Fig. 1: run 1, gate-type map
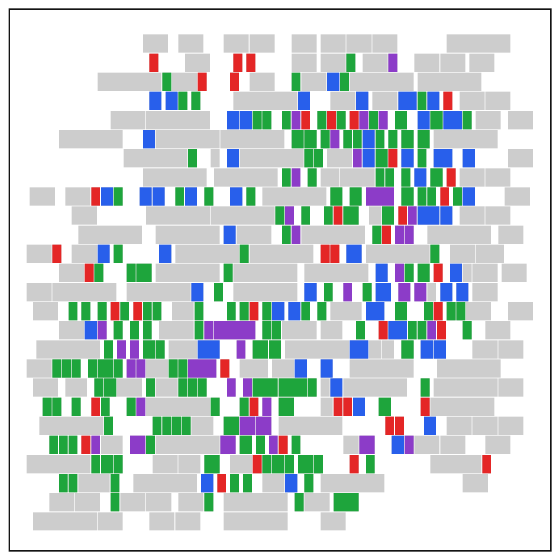
Fig. 2: run 1, routing congestion map
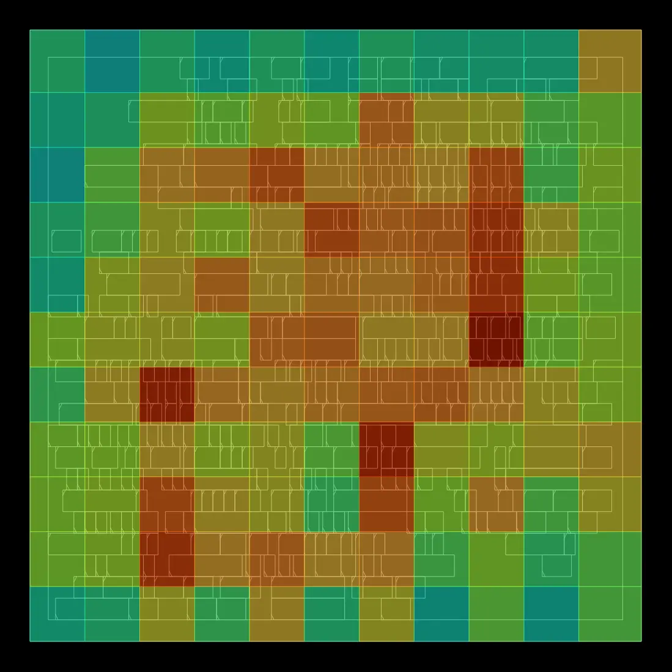
Fig. 3: run 1, sequential cells coloured by netlist name
The bar under the picture is 20 µm long. Other sequential cells in the stronger grey, the rest of the logic in the fainter grey.
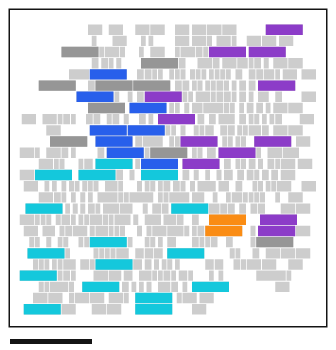
<file path="src/rtl/cpu_pkg.sv">
// Shared definitions for the accumulator CPU: word widths, opcode map and
// the instruction-register sequencing states used by fetch unit and controller.
package cpu_pkg;

   localparam int DATA_W = 8;
   localparam int OPC_W  = 4;
   localparam int ADDR_W = 2 * DATA_W - OPC_W;

   localparam logic [OPC_W-1:0] OP_LDA = 4'h0;
   localparam logic [OPC_W-1:0] OP_STA = 4'h1;
   localparam logic [OPC_W-1:0] OP_ADD = 4'h2;
   localparam logic [OPC_W-1:0] OP_SUB = 4'h3;
   localparam logic [OPC_W-1:0] OP_JMP = 4'h4;
   localparam logic [OPC_W-1:0] OP_JZ  = 4'h5;
   localparam logic [OPC_W-1:0] OP_HLT = 4'hF;

   typedef enum logic [1:0] {
      IDLE = 2'd0,
      HALF = 2'd1,
      FULL = 2'd2
   } ir_state_e;

endpackage

</file>
<file path="src/rtl/pc_register.sv">
// Program counter: loads a jump target or increments with natural wrap-around.
// A load always takes priority over an increment.
module pc_register #(
   parameter int AW       = 12,
   parameter int RESET_PC = 0
) (
   input  logic          clk,
   input  logic          rst,
   input  logic          inc_en,
   input  logic          load_en,
   input  logic [AW-1:0] load_val,
   output logic [AW-1:0] pc
);

   logic [AW-1:0] pc_q;
   logic [AW-1:0] pc_d;

   // NOTE: combinational blocks assign every output a default first, so no path leaves it unassigned and no latch is inferred.
   always_comb begin
      pc_d = pc_q;
      if (load_en) begin
         pc_d = load_val;
      end else if (inc_en) begin
         pc_d = pc_q + AW'(1);
      end
   end

   // NOTE: state registers use non-blocking assignments so every flop samples pre-edge values regardless of block order.
   always_ff @(posedge clk or posedge rst) begin
      if (rst) begin
         pc_q <= AW'(RESET_PC);
      end else begin
         pc_q <= pc_d;
      end
   end

   assign pc = pc_q;

endmodule

</file>
<file path="src/rtl/ir_fetch_unit.sv">
// Instruction fetch unit: owns the PC and the two-byte instruction register,
// checks the Part1/Part2/jump protocol and drives the memory address mux.
module ir_fetch_unit #(
   parameter int DATA_W   = cpu_pkg::DATA_W,
   parameter int OPC_W    = cpu_pkg::OPC_W,
   parameter int RESET_PC = 0
) (
   input  logic                         clk,
   input  logic                         rst,
   input  logic [DATA_W-1:0]            memData,
   input  logic                         IRwritePart1,
   input  logic                         IRwritePart2,
   input  logic                         pcWrite,
   input  logic                         pcLoad,
   input  logic                         memAddressSel,
   output logic [2*DATA_W-OPC_W-1:0]    memAddress,
   output logic [OPC_W-1:0]             upcode,
   output logic [2*DATA_W-OPC_W-1:0]    operandAddr,
   output logic [2*DATA_W-OPC_W-1:0]    pc,
   output logic                         irValid,
   output logic                         seqError,
   output logic [15:0]                  fetchCount
);
   import cpu_pkg::*;

   localparam int AW = 2 * DATA_W - OPC_W;

   ir_state_e         state_q, state_d;
   logic [DATA_W-1:0] ir_high_q, ir_high_d;
   logic [DATA_W-1:0] ir_low_q, ir_low_d;
   logic              seq_error_q, seq_error_d;
   logic [15:0]       fetch_count_q, fetch_count_d;

   logic              ir_valid;
   logic              pc_inc_en;
   logic              pc_load_en;

   assign ir_valid   = (state_q == FULL);
   assign pc_load_en = pcLoad & ir_valid;
   assign pc_inc_en  = pcWrite & ~pcLoad;

   always_comb begin
      state_d       = state_q;
      ir_high_d     = ir_high_q;
      ir_low_d      = ir_low_q;
      seq_error_d   = seq_error_q;
      fetch_count_d = fetch_count_q;

      if (IRwritePart1 && IRwritePart2) begin
         seq_error_d = 1'b1;
      end else if (IRwritePart1) begin
         ir_high_d = memData;
         state_d   = HALF;
      end else if (IRwritePart2) begin
         if (state_q == HALF) begin
            ir_low_d = memData;
            state_d  = FULL;
            if (fetch_count_q != 16'hFFFF) begin
               fetch_count_d = fetch_count_q + 16'd1;
            end
         end else begin
            seq_error_d = 1'b1;
         end
      end

      // A jump without a complete instruction has no valid target.
      if (pcLoad && !ir_valid) begin
         seq_error_d = 1'b1;
      end
   end

   always_ff @(posedge clk or posedge rst) begin
      if (rst) begin
         state_q       <= IDLE;
         ir_high_q     <= '0;
         ir_low_q      <= '0;
         seq_error_q   <= 1'b0;
         fetch_count_q <= '0;
      end else begin
         state_q       <= state_d;
         ir_high_q     <= ir_high_d;
         ir_low_q      <= ir_low_d;
         seq_error_q   <= seq_error_d;
         fetch_count_q <= fetch_count_d;
      end
   end

   pc_register #(
      .AW       (AW),
      .RESET_PC (RESET_PC)
   ) u_pc_register (
      .clk      (clk),
      .rst      (rst),
      .inc_en   (pc_inc_en),
      .load_en  (pc_load_en),
      .load_val (operandAddr),
      .pc       (pc)
   );

   assign upcode      = ir_high_q[DATA_W-1 -: OPC_W];
   assign operandAddr = {ir_high_q[DATA_W-OPC_W-1:0], ir_low_q};
   assign memAddress  = memAddressSel ? operandAddr : pc;
   assign irValid     = ir_valid;
   assign seqError    = seq_error_q;
   assign fetchCount  = fetch_count_q;

endmodule

</file>
<file path="config.mk">
export PLATFORM = sky130hd
export DESIGN_NAME = ir_fetch_unit
export DESIGN_NICKNAME = d
export VERILOG_FILES = /design/src/rtl/cpu_pkg.sv /design/src/rtl/pc_register.sv /design/src/rtl/ir_fetch_unit.sv
export SDC_FILE = /design/constraint.sdc
export NUM_CORES = 1
export LEC_CHECK = 0
export ABC_AREA = 1
export CORE_MARGIN = 2
export CORE_UTILIZATION = 50
export CTS_CLUSTER_DIAMETER = 30
export DETAILED_ROUTE_END_ITERATION = 8
export GPL_TIMING_DRIVEN = 0
export PLACE_DENSITY = 0.87
export SYNTH_ARGS = -nofsm -noshare
export SYNTH_HDL_FRONTEND = slang
export SYNTH_SLANG_ARGS = --single-unit
</file>
<file path="constraint.sdc">
create_clock -name clk -period 2.8 [get_ports clk]
set_input_delay 0.28 -clock clk [delete_from_list [all_inputs] [get_ports clk]]
set_output_delay 0.28 -clock clk [all_outputs]
set_load 0.03 [all_outputs]
</file>
==> flow_summary.json, run 1 <==
{
  "grt_max_degree": 40,
  "seq_area_mm2": 0.001176,
  "die_h_um": 76.87,
  "wl_per_cell_um": 13.88,
  "fp-row-count": 26,
  "sh_seq_area_pct": 32.88,
  "grt_overflow": 0,
  "dp_cells": 505,
  "p_sw_share_pct": 45.57,
  "synth_seq_share_pct": 44.30,
  "postRouteWirelength_mm": 7.120,
  "fin_skew_ns": 0.007647,
  "seq_cell_count": 47,
  "logic_area_mm2": 0.001267,
  "status": "complete, no violations",
  "combinationalPowerShare_pct": 48.8,
  "ys_seq_elements": 47,
  "tightest_slew_ns": 0.4639,
  "timing.fmax_mhz": 403.3,
  "powerDensity_mw_per_mm2": 824.9,
  "largestClassByArea": "multi-input combinational cells",
  "drv_slew": 0,
  "min_period_over_period_pct": 88.55,
  "insertion_delay_ns": 0.31,
  "setup_slack_ns": 0.3207
}
About Fig. 1:
| family | colour | cells |
|---|---|---|
| NOR gates | purple | 39 |
| inverters | red | 41 |
| inverting AOI/OAI gates | blue | 55 |
| NAND gates | green | 157 |

About Fig. 2:
M3 GR Usage: 5.529%
M1 GR Usage: 33.77%

About Fig. 3:
| netlist name | colour | placed flops |
|---|---|---|
| `fetchCount` | cyan | 16 |
| `u_pc_register.pc` | purple | 12 |
| `ir_low_q` | blue | 8 |
| `state_q` | orange | 2 |

==> run 1: per-layer routing <==
| layer | routed length (µm) | up-vias | GRT usage [%] | part of all wire, % |
|---|---|---|---|---|
| met5 | 0 | - | 0 | 0 |
| met4 | 116 | 0 | 7.091 | 1.6 |
| met3 | 648 | 22 | 5.529 | 9.1 |
| met2 | 3394 | 152 | 40.18 | 48 |
| met1 | 2960 | 1290 | 33.77 | 42 |
| li1 | - | 1309 | - | - |
==> run 1: worst paths after layout <==
check                              startpoint                  end  slack, ns
worst max-delay path            memAddressSel        memAddress[1]       0.32
worst min-delay path                      rst  u_pc_register.pc[6]       0.19
worst max register to register  fetchCount[0]        fetchCount[4]       1.20
worst min register to register   ir_high_q[6]         ir_high_q[6]       0.49
max in group asynchronous                 rst        fetchCount[6]       2.13
min in group clk                 ir_high_q[6]         ir_high_q[6]       0.49
==> run 1: power by group through the flow <==
stage	Sequential (mW)	Combinational (mW)	Clock, mW
floorplan	1.35	0.537	0
global placement	1.08	1.40	0
detailed placement	1.08	1.44	0
CTS	1.07	1.44	0.436
global route	1.11	1.54	0.463
finish	1.08	1.44	0.429
==> run 1: cell families (layout without fill, tap and decap cells) <==
group	count (synthesis)	after routing
AND/OR/NAND/NOR	197	197
AND-OR/OR-AND	55	55
buffers and inverters	51	132
flip-flops	47	47
XOR/XNOR	9	9
adder cells (fa/ha/maj)	2	2
multiplexers	1	1
==> run 1: worst register-to-register path: stages (launching register included) <==
cell and delay, ns:
dfrtp_1 0.42, ha_1 0.29, inv_1 0.08, nor2_2 0.15
nand2_2 0.10, nor2_4 0.10, a21oi_2 0.08, buf_6 0.16
nand2_1 0.07, nand2_1 0.05
==> run 1 -> run 2 <==
DONT_BUFFER_PORTS = 1   (was unset)
PLACE_DENSITY = 0.69   (was 0.87)
REMOVE_ABC_BUFFERS = 1   (was unset)
Fig. 4: run 2, sequential cells coloured by netlist name
The bar under the picture is 20 µm long. Other sequential cells in the stronger grey, the rest of the logic in the fainter grey.
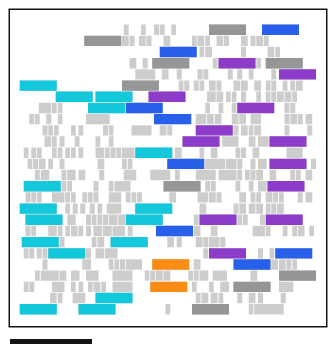
| netlist name | colour | placed flops |
|---|---|---|
| `state_q` | orange | 2 |
| `fetchCount` | cyan | 16 |
| `ir_low_q` | blue | 8 |
| `u_pc_register.pc` | purple | 12 |

Fig. 5: run 2, sizing map
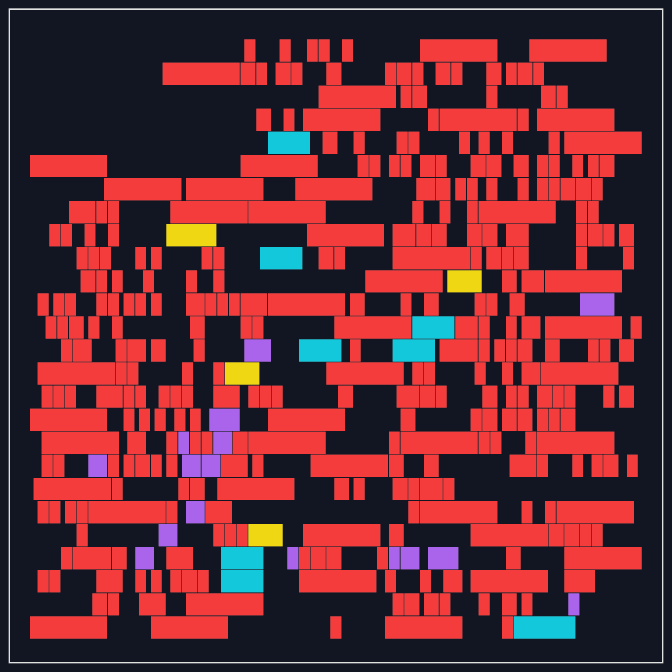
| size | colour | cells | share |
|---|---|---|---|
| drive 1 or less | red | 334 | 92% |
| drive 3 to 4 | yellow | 4 | 1.1% |
| drive 6 and up | cyan | 8 | 2.2% |
| drive 2 | purple | 16 | 4.4% |
bufs w/o clock: 2
post-route cell area: 0.002815 mm²

==> run 2 against run 1 <==
  * Core utilization shrank 15 points
  * Largest cell class unchanged
  * Non-clock buffer count is 81 lower
  * Routed wire length is 18% lower
  * Largest power group is now sequential cells
  * Sequential share of layout area increased by 8.9 points
  * Flip-flop count did not move
==> flow_summary.json, run 2 <==
{
  "rr_startpoint": "state_q[1]",
  "ys_seq_elements": 47,
  "layout_top_cells": "124 x nand2_1, 47 x dfrtp_1, 39 x o21ai_0, 37 x inv_1, 29 x nor2_1",
  "setup_slack_ns": 0.6961,
  "setup_viol": 0,
  "fin_total_pwr_mw": 2.468,
  "fp-row-count": 26,
  "die_h_um": 76.87,
  "status": "complete, no violations",
  "pg_seq_mw": 1.41,
  "powerClk_mw": 0.447,
  "dp_cells": 423,
  "synth_seq_share_pct": 44.30,
  "powerDensity_mw_per_mm2": 876.6,
  "drv_slew": 0,
  "clock_sinks": 47,
  "timing.fmax_mhz": 475.3,
  "criticalPathCategory": "flip-flop to output port",
  "wl_per_cell_um": 13.60,
  "maxPowerGroup": "sequential cells",
  "combinationalPowerShare_pct": 24.6,
  "seq_power_share_pct": 57.3,
  "startpoint": "u_pc_register.pc[3]",
  "synthTopCellsByArea": "dfrtp_1 44%, nand2_1 18%, o21ai_0 7.4%",
  "synth.distinct_cells": 31,
  "insertion_delay_ns": 0.29,
  "tightest_slew_ns": 0.9838,
  "grt_max_degree": 36,
  "p_sw_share_pct": 49.19,
  "grt_overflow": 0,
  "hold_start": "IRwritePart2",
  "fin_skew_ns": 0.008949,
  "dieArea_mm2": 0.005909
}
==> run 2: cell count changes in the layout (fill, tap and decap cells not counted), sizes merged <==
| cell | before | now |
|---|---|---|
| clkdlybuf4s50 | 72 | 0 |
| buf | 7 | 1 |
| clkinv | 2 | 0 |
| clkbuf | 9 | 8 |
| clkinvlp | 1 | 0 |
| dlygate4sd3 | 0 | 1 |
==> run 2: repair_timing <==
action | in CTS | in global routing
hold buffers | 1 | 0
setup buffers | 0 | 0
hold endpoints to repair | 12 | 0
resized | 0 | 0
==> run 2: path summary, 6_finish.rpt <==
| check | end | slack (ns) | cells past startpoint |
|---|---|---|---|
| max | memAddress[3] | 0.70 | 2 |
| min | seqError | 0.12 | 2 |
| max reg2reg | u_pc_register.pc[0] | 0.80 | 6 |
| min reg2reg | state_q[0] | 0.56 | 2 |
| max in group asynchronous | ir_low_q[6] | 1.93 | 3 |
| min in group asynchronous | u_pc_register.pc[1] | 0.38 | 2 |
==> run 2: area by class of cell <==
class / instances / area [µm²]
flip-flops and latches: 47 / 1176
inverters: 41 / 153.9
repair buffers: 2 / 30.03
fillers: 509 / 2292
well taps: 70 / 87.58
clock buffers: 8 / 100.1
multi-input cells: 264 / 1267
==> run 2: cells by family after synthesis <==
| group | synth area share (%) |
|---|---|
| DFF | 44.30 |
| adders and majority gates | 0.9424 |
| AOI/OAI and AO/OA | 11.31 |
| muxes | 0.4241 |
| xor gates and xnor gates | 2.969 |
| buffers and inverters | 7.964 |
| and+or+nand+nor | 32.09 |
==> run 2: metal layers <==
layer  part of all wire [%]  global-route usage (%)
met4                    1.1                   7.455
met5                      0                       0
met2                     49                   37.37
met1                     44                   25.34
met3                    5.9                   5.529
==> run 2: critical path, stage by stage, from the launching register on <==
cell	delay [ns]
dfrtp_1	0.58
inv_1	0.15
o21ai_0	0.79
==> run 2 -> run 3 <==
clock period = 2.02 ns   (was 2.8 ns; I/O delays follow)
Fig. 6: run 3, metal layers overlaid
Two of the layers only.
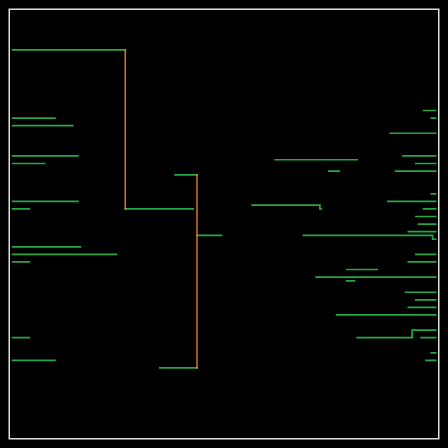
| layer | colour | wire length |
|---|---|---|
| met3 | green | 337 µm |
| met4 | orange | 63.2 µm |
GR Util All Layers: 21.36%
WL/cell: 13.62 µm
DR vias: 2,233
final wirelength: 5.883 mm

Fig. 7: run 3, sizing map
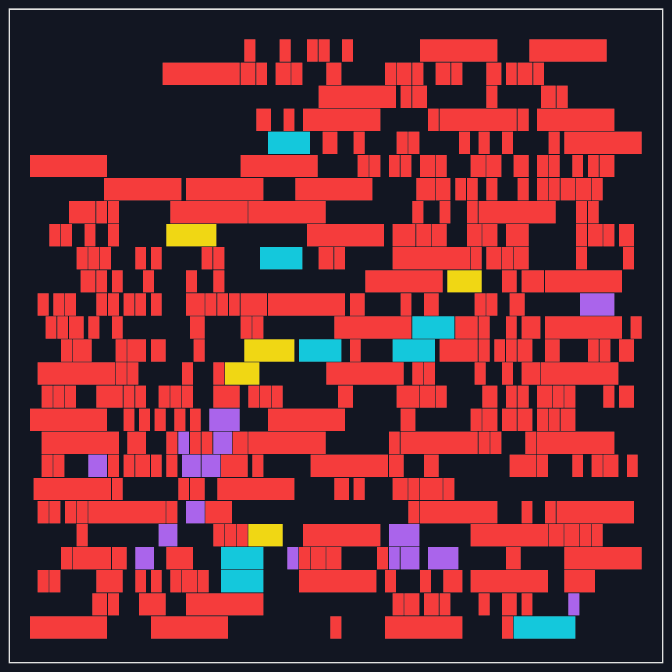
| size | colour | cells | share |
|---|---|---|---|
| drive 3 to 4 | yellow | 5 | 1.4% |
| drive 1 or less | red | 333 | 92% |
| drive 6 and up | cyan | 8 | 2.2% |
| drive 2 | purple | 16 | 4.4% |

==> run 3 against run 2 <==
  * Non-clock buffer count did not move
  * Count of clock-buffer cells in the layout unchanged
  * Flip-flop count did not move
  * Register-to-register slack worse by 0.51 ns
  * Critical path depth unchanged
  * First-iteration DRC count is 0.97% higher
  * Worst hold slack lost 0.077 ns
  * Synthesized cell count is the same
  * Combinational power is about 40% higher
==> flow_summary.json, run 3 <==
{
  "ys_sh_xor_pct": 2.969,
  "status": "complete, no violations",
  "met1_usage_pct": 25.34,
  "min_path_cells": 2,
  "mux_share_pct": 0.4241,
  "dieArea_mm2": 0.005909,
  "grt_overflow": 0,
  "hold_start": "IRwritePart2",
  "fin_skew_ns": 0.008660,
  "layout_top_cells": "124 x nand2_1, 47 x dfrtp_1, 37 x inv_1, 35 x o21ai_0, 29 x nor2_1",
  "nFillCells": 507,
  "criticalPathCategory": "flip-flop to output port",
  "grt_max_degree": 36,
  "met3_usage_pct": 5.529,
  "aoi_share_pct": 11.31,
  "logic_area_mm2": 0.001280,
  "powerDensity_mw_per_mm2": 1213,
  "rr_startpoint": "fetchCount[1]",
  "worstRegToRegCells": 8,
  "synth.distinct_cells": 31,
  "drv_slew": 0,
  "ys_sh_adder_pct": 0.9425
}
-- run 3: timing repair --
action                                 CTS  global route
endpoints found under the hold margin   12             0
resized                                  2             4
setup endpoints to repair                2            15
hold buffers                             1             0
cloned                                   0             0
buffers inserted                         0             0
-- run 3: routing by layer --
layer / vias to the layer above / wire length [µm]
met2: 54 / 2910
li1: 1148 / -
met5: - / 0
met4: 0 / 63
met3: 5 / 336
met1: 1026 / 2573
-- run 3: metrics by stage --
stage	area [µm²]	utilization [%]	total power [mW]
final	2828	55.36	3.430
after detailed placement	2705	52.96	2.826
after CTS	2815	55.12	3.452
after global routing	2828	55.36	3.660
after global placement	2685	52.57	2.791
after floorplan	2597	-	2.596
-- run 3: critical path, stage by stage, from the launching register on --
cell and delay, ns:
dfrtp_1 0.57, inv_1 0.14, o21ai_0 0.74
-- run 3: worst max path at each step --
| stage | start | endpoint | slack (ns) |
|---|---|---|---|
| after global routing | u_pc_register.pc[10] | memAddress[10] | 0.02 |
| after floorplan | fetchCount[0] | fetchCount[9] | 0.41 |
| after global placement | state_q[1] | u_pc_register.pc[3] | 0.06 |
| after CTS | state_q[1] | u_pc_register.pc[0] | 0.02 |
| final | u_pc_register.pc[10] | memAddress[10] | 0.07 |
| after detailed placement | state_q[1] | u_pc_register.pc[0] | 0.04 |
-- run 3: final cells by class --
type	instances	area share (%)
well taps	70	3.097
multi-input cells	264	45.27
inverters	41	5.442
repair buffers	2	1.062
clock buffers	8	3.540
flip-flops and latches	47	41.59
-- run 3: power by group --
group	internal (mW)	total (mW)	leakage, nW	switching, mW
clock network	0.313	0.618	0.0515	0.305
logic	0.264	0.851	0.684	0.587
registers	1.17	1.96	0.605	0.796
total	1.74	3.43	1.34	1.69
No activity file was given, so power comes from the tool's default toggle rates.
